power_grid.png
The bar under the picture is 200 microns long. Pins as bars on the die edge. Tap cells in gray.
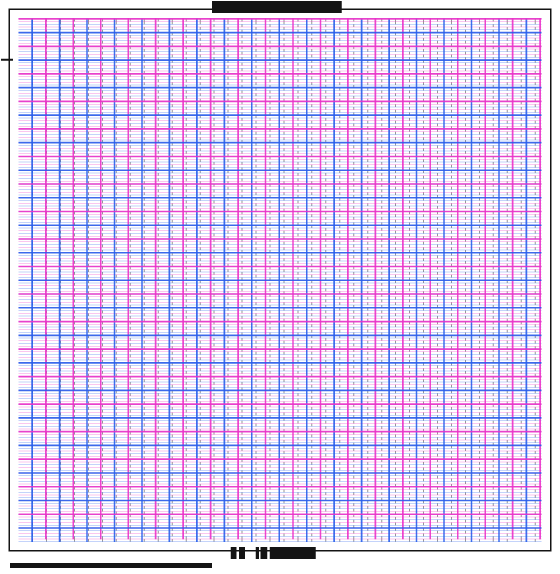
io_fan.png
The bar under the picture is 200 microns long.
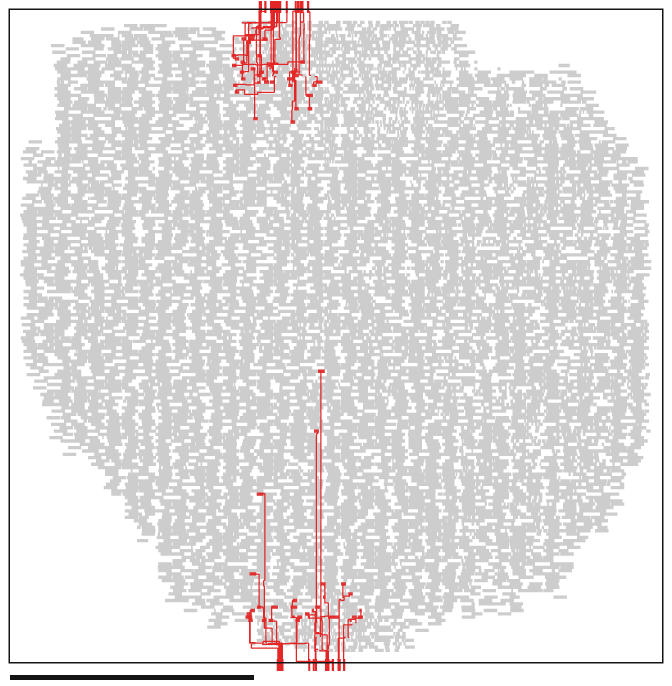
placement.png
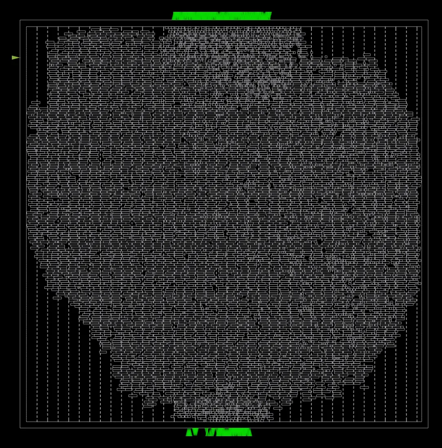
Design dmap_cache_ctrl, sky130hd; sources not shown.
==> flow_summary.json <==
{
  "synthAoiAreaFrac_pct": 2.332,
  "reg2reg_depth": 14,
  "cts_made_buffers": 383,
  "hold_depth": 2,
  "status": "complete, no violations",
  "power.density_nw_per_um2": 295.1,
  "cts_buffer_depth": 4,
  "ys.flops": 3824,
  "dr.pass1.iters": 8,
  "setup_viol": 0,
  "viasPerCell": 6.781,
  "via_count": 77350,
  "postCtsSetupRepairBufs": 0,
  "final_hold_viol_count": 0,
  "final_nets": 7646,
  "antenna_found_initial": 13,
  "ys_types": 79,
  "clk_latency_ns": 0.93,
  "lay_top_cells": "edfxtp_1 (3,584), mux4_2 (879), mux2i_1 (458)",
  "grt_overflow_total": 0,
  "ys_sh_adder_pct": 0,
  "combGateArea_sq_um": 33610,
  "ys_sh_simple_pct": 2.771,
  "syn_nets": 7151,
  "hpwl_microns": 232600,
  "top_area_cell": "edfxtp_1",
  "utilization_pct": 62.91,
  "worstSetupPathType": "reg2reg",
  "grt_pass1_vias": 76760,
  "cell_internal_pwr_mw": 39.09,
  "worst_slew_pin_slew_ns": 1.248,
  "synth_stat.cells": 7049,
  "grt_usage_pct": 28.70,
  "drive_gt1_share_pct": 24.72,
  "pwr-share-comb_pct": 4.6,
  "finalPower_mw": 49.60,
  "start_kind": "flop",
  "p_seq_mw": 26.2,
  "drv_cap": 0,
  "cts_hold_buf": 0,
  "regToRegSetupSlack_ns": 0.91,
  "largest_register_ffs": 2048,
  "grt_max_degree": 129,
  "flop_cell": "edfxtp_1",
  "cts-htree-levels": 5,
  "drc": 0,
  "placed_cells": 10710,
  "design_area_sq_um": 168100,
  "edf_count": 3584,
  "power_leader": "sequential cells",
  "grt_setup_unrepaired": "false",
  "syn_to_final_growth_pct": 14.04,
  "area_leaders": "edfxtp_1 (73%), mux4_2 (13%), dfxtp_1 (3.3%)",
  "p_sw_share_pct": 21.19,
  "period_needed_ns": 5.791,
  "drt_iter0_drc": 11890,
  "crit_path_end_kind": "flop",
  "die_area_sq_um": 284800,
  "slew_headroom_pct": 16.45,
  "layout_top_cell": "edfxtp_1",
  "powerClk_mw": 21.1,
  "tns_ns": 0,
  "flop_area_sq_um": 112500,
  "p_comb_mw": 2.31,
  "wl_microns": 415500,
  "cts_tree": "done",
  "power_frac_seq_pct": 52.9,
  "ys_sh_xor_pct": 0.05942,
  "synthArstFlopShare_pct": 0,
  "pre_cts_slack_ns": 0.9972,
  "fillers": 17620,
  "hold_path.class": "reg2reg",
  "syn_area_per_cell_sq_um": 20.91,
  "ctsResizeCount": 0,
  "cp.required_ns": 7.35,
  "slew_viol_final": 0,
  "yosys_warnings": 0,
  "grt_pass1_wl_microns": 584000,
  "p_leak_nw": 50.22,
  "cp_max_fo": 38,
  "detail-route-antenna-nets": 0,
  "hold_ws_ns": 0.3065,
  "worst_slack_ns": 0.9093,
  "syn_area_sq_um": 147400,
  "clk_pin_slew_ns": 0.06,
  "yosysSeqAreaShare_pct": 76.27,
  "netlist_instances": 7049,
  "place_area_sq_um": 155800,
  "openroad.warnings": 32,
  "top_cell_area_share_pct": 73.01,
  "wl_per_cell_microns": 36.42,
  "mux_area_share_pct": 17.21,
  "cts_root_buf": "clkbuf_16"
}
## Picture notes: power_grid.png
VSS: in blue. VDD: in magenta.
38 straps on met5. 38 straps on met4. 191 met1 rails follow the rows. The core has 190 rows.
Die Y: 533.7 microns
Die Width: 533.7 microns
core area: 267,200 sq um
worst vdd ir: 0.2283 mV

## Picture notes: io_fan.png
mem_rdata: in red, bits 32, direction input, end cells 64, buffers 32, wire 2,880 microns.
IO Pins: 202
Port Buffers: 201

## Picture notes: placement.png
fin cells: 11,410
flip-flops: 3,824
FP Rows: 190

## critical path, stage by stage, from the launching register on
cell and delay [ns]:
dfxtp_4 0.82, buf_4 0.64, mux2i_1 0.16, a22oi_1 0.27
a21oi_1 0.10, a2111oi_0 0.52, buf_4 0.21, mux2i_1 0.47
o31ai_1 0.23, or4_4 0.57, nor4_4 0.43, buf_4 0.28
a31oi_4 0.11, buf_12 0.23, mux2_4 0.34
## per-layer routing
metal	wire length [microns]	global-route usage, %
met1	149000	38.30
met2	202500	46.95
met3	41080	4.891
met4	22870	13.04
met5	21	0
## area by class of cell
class | count | area share (%)
diodes | 10 | 0.01489
repair buffers | 519 | 3.135
clock inverters | 198 | 1.146
flip-flops and latches | 3824 | 66.92
clock buffers | 488 | 6.125
multi-input cells | 2807 | 19.99
well taps | 3552 | 2.644
inverters | 9 | 0.02605
Power figures rest on the tool's default switching activity, not on a simulated workload.
